==> config.mk <==
export PLATFORM = sky130hd
export DESIGN_NAME = keypad_entry_ctrl
export DESIGN_NICKNAME = d
export VERILOG_FILES = /design/src/rtl/keypad_entry_ctrl.sv
export SDC_FILE = /design/constraint.sdc
export NUM_CORES = 1
export LEC_CHECK = 0
export CORE_ASPECT_RATIO = 0.7
export CORE_MARGIN = 5
export CORE_UTILIZATION = 40
export CTS_BUF_LIST = sky130_fd_sc_hd__clkbuf_2 sky130_fd_sc_hd__clkbuf_4 sky130_fd_sc_hd__clkbuf_8
export CTS_CLUSTER_DIAMETER = 150
export DETAILED_ROUTE_END_ITERATION = 7
export GPL_ROUTABILITY_DRIVEN = 0
export GPL_TIMING_DRIVEN = 0
export PLACE_DENSITY_LB_ADDON = 0.08
export SLEW_MARGIN = 20
export SYNTH_ARGS = -nofsm -noshare
export SYNTH_HDL_FRONTEND = slang
export SYNTH_SLANG_ARGS = --single-unit
export TNS_END_PERCENT = 100
==> constraint.sdc <==
create_clock -name clock -period 7.5 [get_ports clock]
set_input_delay 0.75 -clock clock [delete_from_list [all_inputs] [get_ports clock]]
set_output_delay 0.75 -clock clock [all_outputs]
set_load 0.05 [all_outputs]
==> src/rtl/keypad_entry_ctrl.sv <==
// Keypad entry controller: builds operand A, an operator and operand B from key presses, issues a valid/ready request to the ALU and holds the result for display.
// Optional build macro KEYPAD_ENTRY_CHAIN_EN: an operator key in DONE chains the previous result into operand A.
module keypad_entry_ctrl #(
  parameter int WIDTH      = 16,
  parameter int MAX_DIGITS = 4
) (
  input  logic             clock,
  input  logic             reset,
  input  logic [3:0]       digit,
  input  logic             push,
  input  logic             calc_ready,
  input  logic [WIDTH-1:0] result,
  input  logic             result_valid,
  output logic [WIDTH-1:0] operand_a,
  output logic [WIDTH-1:0] operand_b,
  output logic [1:0]       op,
  output logic             calc_valid,
  output logic [WIDTH-1:0] disp_value,
  output logic [2:0]       entry_state
);

  localparam int CW = $clog2(MAX_DIGITS + 1);
  localparam logic [CW-1:0]    CNT_MAX = CW'(MAX_DIGITS);
  localparam logic [WIDTH-1:0] TEN     = WIDTH'(10);

  typedef enum logic [2:0] {
    ENTER_A = 3'd0,
    ENTER_B = 3'd1,
    ISSUE   = 3'd2,
    WAIT    = 3'd3,
    DONE    = 3'd4
  } state_e;

  state_e           state_q, state_d;
  logic             push_d_q;
  logic [WIDTH-1:0] a_q, a_d, b_q, b_d, res_q, res_d, disp_q, disp_d;
  logic [CW-1:0]    cnta_q, cnta_d, cntb_q, cntb_d;
  logic [1:0]       op_q, op_d;
  logic             calc_valid_q, calc_valid_d;

  logic key_ev, is_digit, is_op, is_eq, is_clr, clr_all, load_digit;

  function automatic logic [WIDTH-1:0] append_digit(input logic [WIDTH-1:0] acc,
                                                    input logic [3:0]       d);
    return acc * TEN + WIDTH'(d);
  endfunction

  always_comb begin
    key_ev   = push & ~push_d_q;
    is_digit = (digit < 4'd10);
    is_op    = (digit >= 4'd10) && (digit <= 4'd13);
    is_eq    = (digit == 4'd14);
    is_clr   = (digit == 4'd15);

    state_d      = state_q;
    a_d          = a_q;
    b_d          = b_q;
    cnta_d       = cnta_q;
    cntb_d       = cntb_q;
    op_d         = op_q;
    res_d        = res_q;
    calc_valid_d = calc_valid_q;
    clr_all      = 1'b0;
    load_digit   = 1'b0;

    case (state_q)
      ENTER_A: begin
        if (key_ev) begin
          if (is_clr) begin
            clr_all = 1'b1;
          end else if (is_digit) begin
            if (cnta_q != CNT_MAX) begin
              a_d    = append_digit(a_q, digit);
              cnta_d = cnta_q + 1'b1;
            end
          end else if (is_op && (cnta_q != '0)) begin
            op_d    = 2'(digit - 4'd10);
            b_d     = '0;
            cntb_d  = '0;
            state_d = ENTER_B;
          end
        end
      end
      ENTER_B: begin
        if (key_ev) begin
          if (is_clr) begin
            clr_all = 1'b1;
          end else if (is_digit) begin
            if (cntb_q != CNT_MAX) begin
              b_d    = append_digit(b_q, digit);
              cntb_d = cntb_q + 1'b1;
            end
          end else if (is_op) begin
            if (cntb_q == '0) op_d = 2'(digit - 4'd10);
          end else if (is_eq && (cntb_q != '0)) begin
            calc_valid_d = 1'b1;
            state_d      = ISSUE;
          end
        end
      end
      // Operands and operator are frozen here; every key, clear included, is dropped.
      ISSUE: begin
        if (calc_ready) begin
          calc_valid_d = 1'b0;
          state_d      = WAIT;
        end
      end
      WAIT: begin
        if (result_valid) begin
          res_d   = result;
          state_d = DONE;
        end
      end
      DONE: begin
        if (key_ev) begin
          if (is_clr) begin
            clr_all = 1'b1;
          end else if (is_digit) begin
            clr_all    = 1'b1;
            load_digit = 1'b1;
          end else if (is_op) begin
`ifdef KEYPAD_ENTRY_CHAIN_EN
            a_d     = res_q;
            cnta_d  = CNT_MAX;
            op_d    = 2'(digit - 4'd10);
            b_d     = '0;
            cntb_d  = '0;
            state_d = ENTER_B;
`endif
          end
        end
      end
      default: begin
        state_d      = ENTER_A;
        calc_valid_d = 1'b0;
      end
    endcase

    if (clr_all) begin
      a_d     = '0;
      b_d     = '0;
      cnta_d  = '0;
      cntb_d  = '0;
      op_d    = '0;
      res_d   = '0;
      state_d = ENTER_A;
    end
    if (load_digit) begin
      a_d    = WIDTH'(digit);
      cnta_d = CW'(1);
    end

    // Display is registered, so derive it from the next-state values.
    case (state_d)
      ENTER_B: disp_d = (cntb_d != '0) ? b_d : a_d;
      DONE:    disp_d = res_d;
      default: disp_d = a_d;
    endcase
  end

  always_ff @(posedge clock) begin
    if (reset) begin
      state_q      <= ENTER_A;
      push_d_q     <= 1'b1;
      a_q          <= '0;
      b_q          <= '0;
      cnta_q       <= '0;
      cntb_q       <= '0;
      op_q         <= '0;
      res_q        <= '0;
      disp_q       <= '0;
      calc_valid_q <= 1'b0;
    end else begin
      state_q      <= state_d;
      push_d_q     <= push;
      a_q          <= a_d;
      b_q          <= b_d;
      cnta_q       <= cnta_d;
      cntb_q       <= cntb_d;
      op_q         <= op_d;
      res_q        <= res_d;
      disp_q       <= disp_d;
      calc_valid_q <= calc_valid_d;
    end
  end

  assign operand_a   = a_q;
  assign operand_b   = b_q;
  assign op          = op_q;
  assign calc_valid  = calc_valid_q;
  assign disp_value  = disp_q;
  assign entry_state = state_q;

endmodule

==> results.json, run 1 <==
{
  "status": "complete, no violations",
  "synth.largest_area_cell": "dfxtp_1",
  "rows": 35,
  "max_stage_delay_ps": 740,
  "ant_nets": 0,
  "combGateArea_mm2": 0.00354,
  "path_depth": 9,
  "route.detailed.drc": 0,
  "place_area_mm2": 0.00625,
  "hpwl_mm": 13.5,
  "hold_end": "cnta_q[1]$_SDFFE_PP0P_",
  "most_common_cell": "dfxtp_1",
  "die_h_um": 106,
  "n_antenna_cell": 0,
  "ys_top_cells_by_count": "77 x dfxtp_1, 76 x nor2_1, 56 x ha_1",
  "synth-warning-count": 0,
  "ff_type": "dfxtp_1",
  "drive_gt1_share_pct": 4.97,
  "synthArstFlopShare_pct": 0,
  "path_buffers": 1,
  "cts_resized": 0,
  "dp.cells": 854,
  "fill_cells": 1270,
  "period_needed_ps": 4030,
  "syn_nets": 694,
  "r2r_end": "disp_value[15]$_SDFF_PP0_",
  "min_from": "cnta_q[1]$_SDFFE_PP0P_",
  "cts.hold.buffers_added": 0,
  "seq-power_w": 0.000418,
  "root_buffer": "clkbuf_8",
  "clk_share_pct": 3.33,
  "stdcell_area_mm2": 0.00646,
  "largestClassByArea": "combinational gates",
  "clockBufferDepth": 2,
  "crit_fanout": 9,
  "fin_ws_ps": 3470,
  "core_area_mm2": 0.0130,
  "final_common_cell": "clkdlybuf4s50_1",
  "busiest_layer": "met1",
  "regToRegSetupSlack_ps": 3680,
  "edf_count": 0,
  "rr_worst_depth": 11,
  "use_met2_pct": 29.4,
  "synth_top_area_share_pct": 29.3,
  "dr_wl_met2_mm": 6.50,
  "hold_class": "reg2reg",
  "ys_cells": 609,
  "setup_viol": 0,
  "finalNetCount": 784,
  "logic_gates": 490,
  "clk_pin_slew_ps": 80,
  "swShare_pct": 25.4,
  "synth_cell_type_count": 76,
  "mux_area_share_pct": 3.62,
  "cts_buffers": 9,
  "yosys.area_share.adder_pct": 14.9,
  "ios": 79,
  "path_cells": "clkdlybuf4s50_1 -> o21ai_1 -> nand2_1 -> a211oi_4 -> nand2_1 -> a2111oi_4 -> o21ai_0 -> a2bb2oi_1 -> o21ai_0",
  "slew_violations": 0,
  "die_x_um": 147,
  "setup_tns_ps": 0,
  "timing.final.crit_share_pct": 53.8,
  "synth_chip_area_mm2": 0.00526,
  "cts_tree": "done",
  "fp-utilization_pct": 40.4,
  "htree_levels": 3,
  "first_global_vias": 4810,
  "finClkSkew_ps": 8.37,
  "ff_count": 77,
  "io_buffers": 78,
  "p_int_w": 0.000636,
  "num-nonclk-buffers": 100,
  "hold_ws_ps": 485,
  "crit_path_top_delay_cell": "clkdlybuf4s50_1",
  "die_area_mm2": 0.0156,
  "vias_per_cell": 5.69,
  "peakVddDrop_mv": 0.0958,
  "ys_sh_xor_pct": 7.28,
  "top_power_group": "sequential cells",
  "simple_gate_share_pct": 20.1,
  "syn_area_mm2": 0.00526
}
Figure 1. M1 wires (run 1).
The bar under the picture is 50 um long. Cells faint in the background.
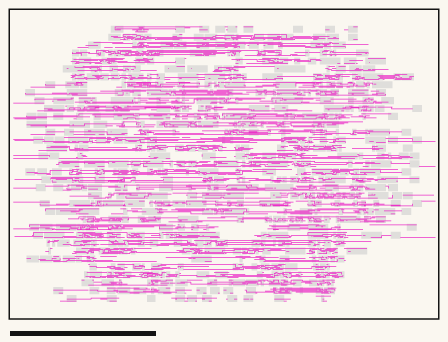
main direction: horizontal
wire length on this layer: 9020 um
longest straight run: 48.8 um

Figure 2. Signal wires on met2 (run 1).
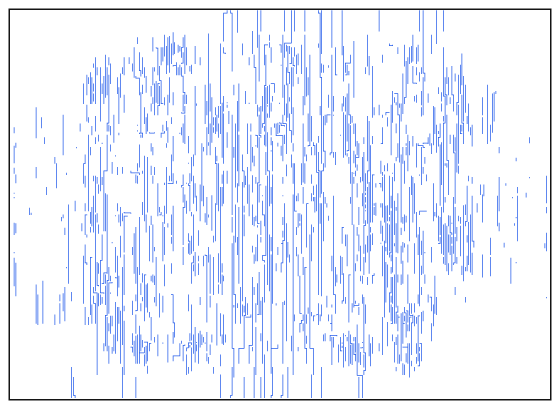
wire length on this layer: 6500 um
longest straight run: 49.0 um
main direction: vertical
share of all routed wire: 39%

Figure 3. The metal 3 layer (run 1).
The bar under the picture is 50 um long.
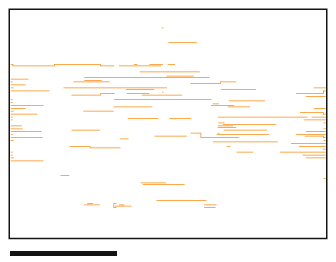
longest straight run: 58.0 um
wire length on this layer: 1140 um
WL final: 16.8 mm
grt met3 use: 5.75%
vias post-DR: 4954

==> run 2, diff against run 1 <==
Clock period 7.5 ns to 3.8 ns, I/O delays scaled along.
Figure 4. Cell sizes after repair (run 2).
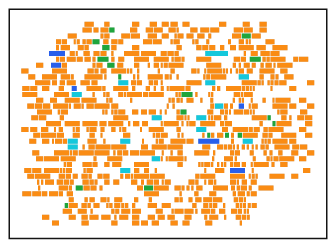
legend:
  blue:
    size: drive 3 to 4
    cells: 6
    share: 0.85%
  green:
    size: drive 2
    cells: 18
    share: 2.6%
    most_used: buf_2
  orange:
    size: drive 1 or less
    cells: 665
    share: 94%
    most_used: clkdlybuf4s50_1
  cyan:
    size: drive 6 and up
    cells: 15
    share: 2.1%
    most_used: clkbuf_8
fin worst setup slack: 180 ps
area grow syn2layout: 23.4%
count of plain and timing-repair buffers: 100
design area: 0.00649 mm2

Figure 5. Signal wires on met2 (run 2).
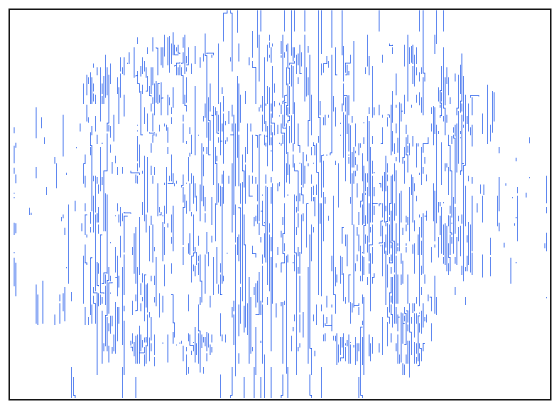
share of all routed wire: 39%
nets with wire on the layer: 672

==> run 2 against run 1 <==
Effect of this change:
- power increased by 98%
- critical path type is now reg2reg
- global-route usage unchanged
- clock-buffer cell count unchanged
- sequential share of layout area decreased by 0.083 points
- critical endpoint is now disp_value[15]$_SDFF_PP0_
- highest routed layer unchanged
==> results.json, run 2 <==
{
  "status": "complete, no violations",
  "crit_path_top_delay_cell": "nor3b_1",
  "pwr_density_cell_mw_per_mm2": 261,
  "wl_per_cell_um": 19.3,
  "synth_top_area_share_pct": 29.3,
  "most_common_cell": "dfxtp_1",
  "dr_wl_met2_mm": 6.51,
  "via_count": 4977,
  "wl_met1_mm": 9.09,
  "peakVddDrop_mv": 0.189,
  "p_int_w": 0.00126,
  "rows": 35,
  "pwr-share-seq_pct": 48.8,
  "clockBufferDepth": 2,
  "min_from": "cnta_q[1]$_SDFFE_PP0P_",
  "hold_class": "reg2reg",
  "logic_gates": 490,
  "place_area_mm2": 0.00625,
  "clockPowerShare_pct": 39.5,
  "aoi_share_pct": 21.4,
  "startpoint": "operand_a[1]$_SDFF_PP0_",
  "final_common_cell": "clkdlybuf4s50_1",
  "core_area_mm2": 0.0130,
  "edf_count": 0,
  "leakagePower_nw": 2.70,
  "critPathCapture": "disp_value[15]$_SDFF_PP0_",
  "wl_mm": 16.8,
  "setup_viol": 0,
  "clk_share_pct": 3.32,
  "cp-end-kind": "flop",
  "synthArstFlopShare_pct": 0,
  "finClkSkew_ps": 9.19,
  "syn_nets": 694,
  "tool_warnings": 28,
  "hold_violations": 0,
  "topCombFamilyByArea": "AND-OR/OR-AND gates",
  "grt_max_degree": 13,
  "swShare_pct": 25.7,
  "cts_buffers": 9,
  "grt_pass1_wl_mm": 26.7,
  "die_area_mm2": 0.0156,
  "cts_setup_buffers": 0,
  "path_cells": "ha_1 -> ha_1 -> inv_1 -> fa_1 -> xor2_1 -> nor3b_1 -> nand4_1 -> nor3_1 -> xor3_1 -> a211o_1 -> o2bb2ai_1",
  "sh_seq_area_pct": 23.8,
  "synth.largest_area_cell": "dfxtp_1",
  "ys_sh_xor_pct": 7.28,
  "detail_route.first_pass.iterations": 5,
  "crit_type": "reg2reg",
  "syn_area_per_cell_um2": 8.63,
  "timing.final.crit_share_pct": 95.3,
  "synth_cell_type_count": 76,
  "hold_ws_ps": 480,
  "fill_cells": 1265,
  "rr_worst_depth": 11,
  "path_depth": 11,
  "ant_nets": 0,
  "path_buffers": 1,
  "clk_pin_slew_ps": 80,
  "met3_usage_pct": 5.75,
  "io_buffers": 78,
  "startpoint_type": "flop",
  "use_met2_pct": 29.4,
  "nonClockInverterCount": 21,
  "cts.hold.buffers_added": 0,
  "area_leaders": "dfxtp_1 29%, ha_1 13%, nor2_1 5.4%",
  "max_stage_delay_ps": 530,
  "synth_cells": 609,
  "period_needed_ps": 3620,
  "route.detailed.drc": 0,
  "hpwl_mm": 13.5,
  "ios": 79,
  "crit_required_ps": 4040,
  "simple_gate_share_pct": 20.1,
  "combGateArea_mm2": 0.00356,
  "ys_top_cells_by_count": "77 x dfxtp_1, 76 x nor2_1, 56 x ha_1",
  "nonClkBufAreaFrac_pct": 13.6,
  "first_global_vias": 4810,
  "p_total_w": 0.00169,
  "place_ws_ps": -160,
  "dp.cells": 854,
  "setup_tns_ps": 0,
  "maxSlewHeadroom_pct": 46.8,
  "crit_fanout": 5,
  "drive_gt1_share_pct": 5.54,
  "pg_clk_w": 0.000669,
  "ff_count": 77,
  "vias_per_cell": 5.72,
  "use_met1_pct": 34.4,
  "seq-power_w": 0.000825,
  "r2r_end": "disp_value[15]$_SDFF_PP0_",
  "grt-ovfl-total": 0,
  "arrival_ps": 3860,
  "worstHoldPathCells": 2,
  "htree_levels": 3,
  "fp-utilization_pct": 40.4,
  "power.switching_w": 0.000436,
  "fmax_ghz": 0.276,
  "finalNetCount": 784,
  "synth-warning-count": 0,
  "antenna_found_initial": 0,
  "root_buffer": "clkbuf_8",
  "n_antenna_cell": 0,
  "largestClassByArea": "combinational gates",
  "die_x_um": 147,
  "ff_type": "dfxtp_1",
  "utilization_pct": 49.9,
  "cts_resized": 0,
  "cts_tree": "done",
  "synth_chip_area_mm2": 0.00526,
  "top_power_group": "sequential cells",
  "routed.top_layer": "met4",
  "regToRegSetupSlack_ps": 180,
  "syn_area_mm2": 0.00526,
  "slew_violations": 0,
  "wl_met3_mm": 1.08,
  "cts_sinks": 77,
  "ys_seq_share_pct": 29.3,
  "hold_end": "cnta_q[1]$_SDFFE_PP0P_",
  "grt_setup_unrepaired": "no",
  "die_h_um": 106,
  "ys_cells": 609,
  "sh_comb_area_pct": 54.9,
  "drtIter0Drc": 351,
  "taps": 166,
  "busiest_layer": "met1",
  "worst_slew_pin_slew_ps": 798,
  "clockBufferCount": 13,
  "yosys.area_share.adder_pct": 14.9,
  "power_frac_comb_pct": 11.7,
  "mux_area_share_pct": 3.62
}
==> run 3, diff against run 2 <==
Settings changed: TNS_END_PERCENT 100 to 10.
Clock period 3.8 ns to 3.6 ns, I/O delays scaled along.
Figure 6. The metal 3 layer (run 3).
The bar under the picture is 50 um long.
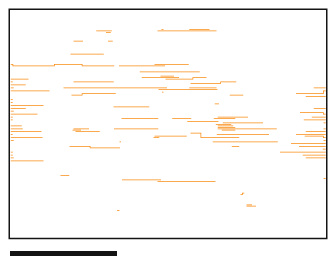
WL final: 16.9 mm
vias post-DR: 4979

Figure 7. Signal wires on met2 (run 3).
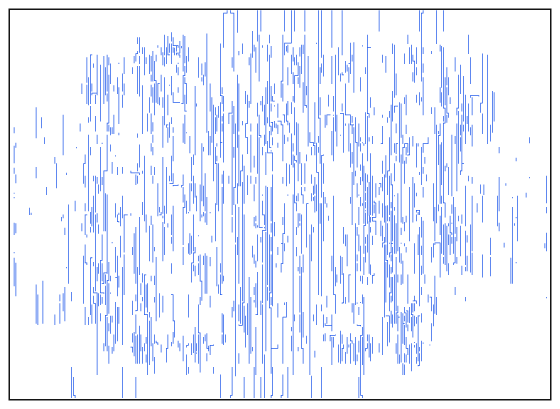
nets with wire on the layer: 674
longest straight run: 49.0 um
share of all routed wire: 39%
wire length on this layer: 6500 um
main direction: vertical

==> run 3 against run 2 <==
Effect of this change:
- routed wire length rose by 0.31%
- global-route usage barely moved
- utilization rose by 0.73 points
- critical endpoint unchanged
- highest routed layer unchanged
==> results.json, run 3 <==
{
  "taps": 166,
  "slew_violations": 0,
  "route.detailed.drc": 0,
  "die_area_mm2": 0.0156,
  "clockBufferDepth": 2,
  "mux_area_share_pct": 3.62,
  "nonClkBufAreaFrac_pct": 13.8,
  "path_buffers": 0,
  "ys_top_cells_by_count": "77 x dfxtp_1, 76 x nor2_1, 56 x ha_1",
  "seq-power_w": 0.000871,
  "area_leaders": "dfxtp_1 29%, ha_1 13%, nor2_1 5.4%",
  "finalNetCount": 787,
  "place_ws_ps": -340,
  "most_common_cell": "dfxtp_1",
  "top_power_group": "sequential cells",
  "startpoint": "operand_a[4]$_SDFF_PP0_",
  "stdcell_area_mm2": 0.00658,
  "setup_viol": 0,
  "wl_met1_mm": 9.17,
  "leakagePower_nw": 2.73,
  "wl_met3_mm": 1.05,
  "cts_buffers": 9,
  "startpoint_type": "flop",
  "grt-ovfl-total": 0,
  "ff_type": "dfxtp_1",
  "cts_tree": "done",
  "crit_required_ps": 3840,
  "rows": 35,
  "syn_area_per_cell_um2": 8.63,
  "hold_end": "cnta_q[1]$_SDFFE_PP0P_",
  "power.switching_w": 0.000456,
  "pg_clk_w": 0.000701,
  "clockPowerShare_pct": 39.3,
  "use_met1_pct": 34.4,
  "synth_top_area_share_pct": 29.3,
  "crit_path_top_delay_cell": "xor3_2",
  "combGateArea_mm2": 0.00363,
  "ff_count": 77,
  "grt_setup_unrepaired": "yes",
  "rr_worst_depth": 11,
  "hold_violations": 0,
  "syn_area_mm2": 0.00526,
  "die_x_um": 147,
  "cts_sinks": 77,
  "critPathCapture": "disp_value[15]$_SDFF_PP0_",
  "setup_tns_ps": 0,
  "simple_gate_share_pct": 20.1,
  "worst_slew_pin_slew_ps": 770,
  "hold_ws_ps": 482,
  "synth-warning-count": 0,
  "edf_count": 0,
  "largestClassByArea": "combinational gates",
  "cp-end-kind": "flop",
  "sh_comb_area_pct": 55.1,
  "yosys.area_share.adder_pct": 14.9,
  "peakVddDrop_mv": 0.200,
  "clk_share_pct": 3.27,
  "fill_cells": 1250,
  "path_cells": "ha_1 -> ha_1 -> a211oi_4 -> o211ai_1 -> a221oi_2 -> xnor2_1 -> nand3_1 -> nor3_2 -> xor3_2 -> a211o_1 -> o2bb2ai_1",
  "arrival_ps": 3760,
  "cts_resized": 2,
  "topCombFamilyByArea": "AND-OR/OR-AND gates",
  "drive_gt1_share_pct": 7.92,
  "nonClockInverterCount": 21,
  "routed.top_layer": "met4",
  "clk_pin_slew_ps": 80,
  "tool_warnings": 29,
  "core_area_mm2": 0.0130,
  "synthArstFlopShare_pct": 0,
  "r2r_end": "disp_value[15]$_SDFF_PP0_",
  "vias_per_cell": 5.70,
  "io_buffers": 78,
  "fp-utilization_pct": 40.4,
  "sh_seq_area_pct": 23.5,
  "fin_ws_ps": 72.8,
  "detail_route.first_pass.iterations": 5,
  "final_common_cell": "clkdlybuf4s50_1",
  "worstHoldPathCells": 2,
  "min_from": "cnta_q[1]$_SDFFE_PP0P_",
  "met3_usage_pct": 5.75,
  "dp.cells": 854,
  "crit_type": "reg2reg",
  "regToRegSetupSlack_ps": 70,
  "crit_fanout": 4,
  "num-nonclk-buffers": 103,
  "place_area_mm2": 0.00625,
  "path_depth": 11,
  "logic_gates": 490,
  "ys_sh_xor_pct": 7.28,
  "hpwl_mm": 13.5,
  "n_antenna_cell": 0,
  "power_frac_comb_pct": 11.9,
  "pwr_density_cell_mw_per_mm2": 271,
  "syn2layout_area_growth_pct": 25.2,
  "antenna_found_initial": 0,
  "synth_cells": 609,
  "maxSlewHeadroom_pct": 48.7,
  "ant_nets": 0,
  "status": "complete, no violations",
  "period_needed_ps": 3530,
  "max_stage_delay_ps": 420,
  "utilization_pct": 50.6
}
No activity file was given, so power comes from the tool's default toggle rates.
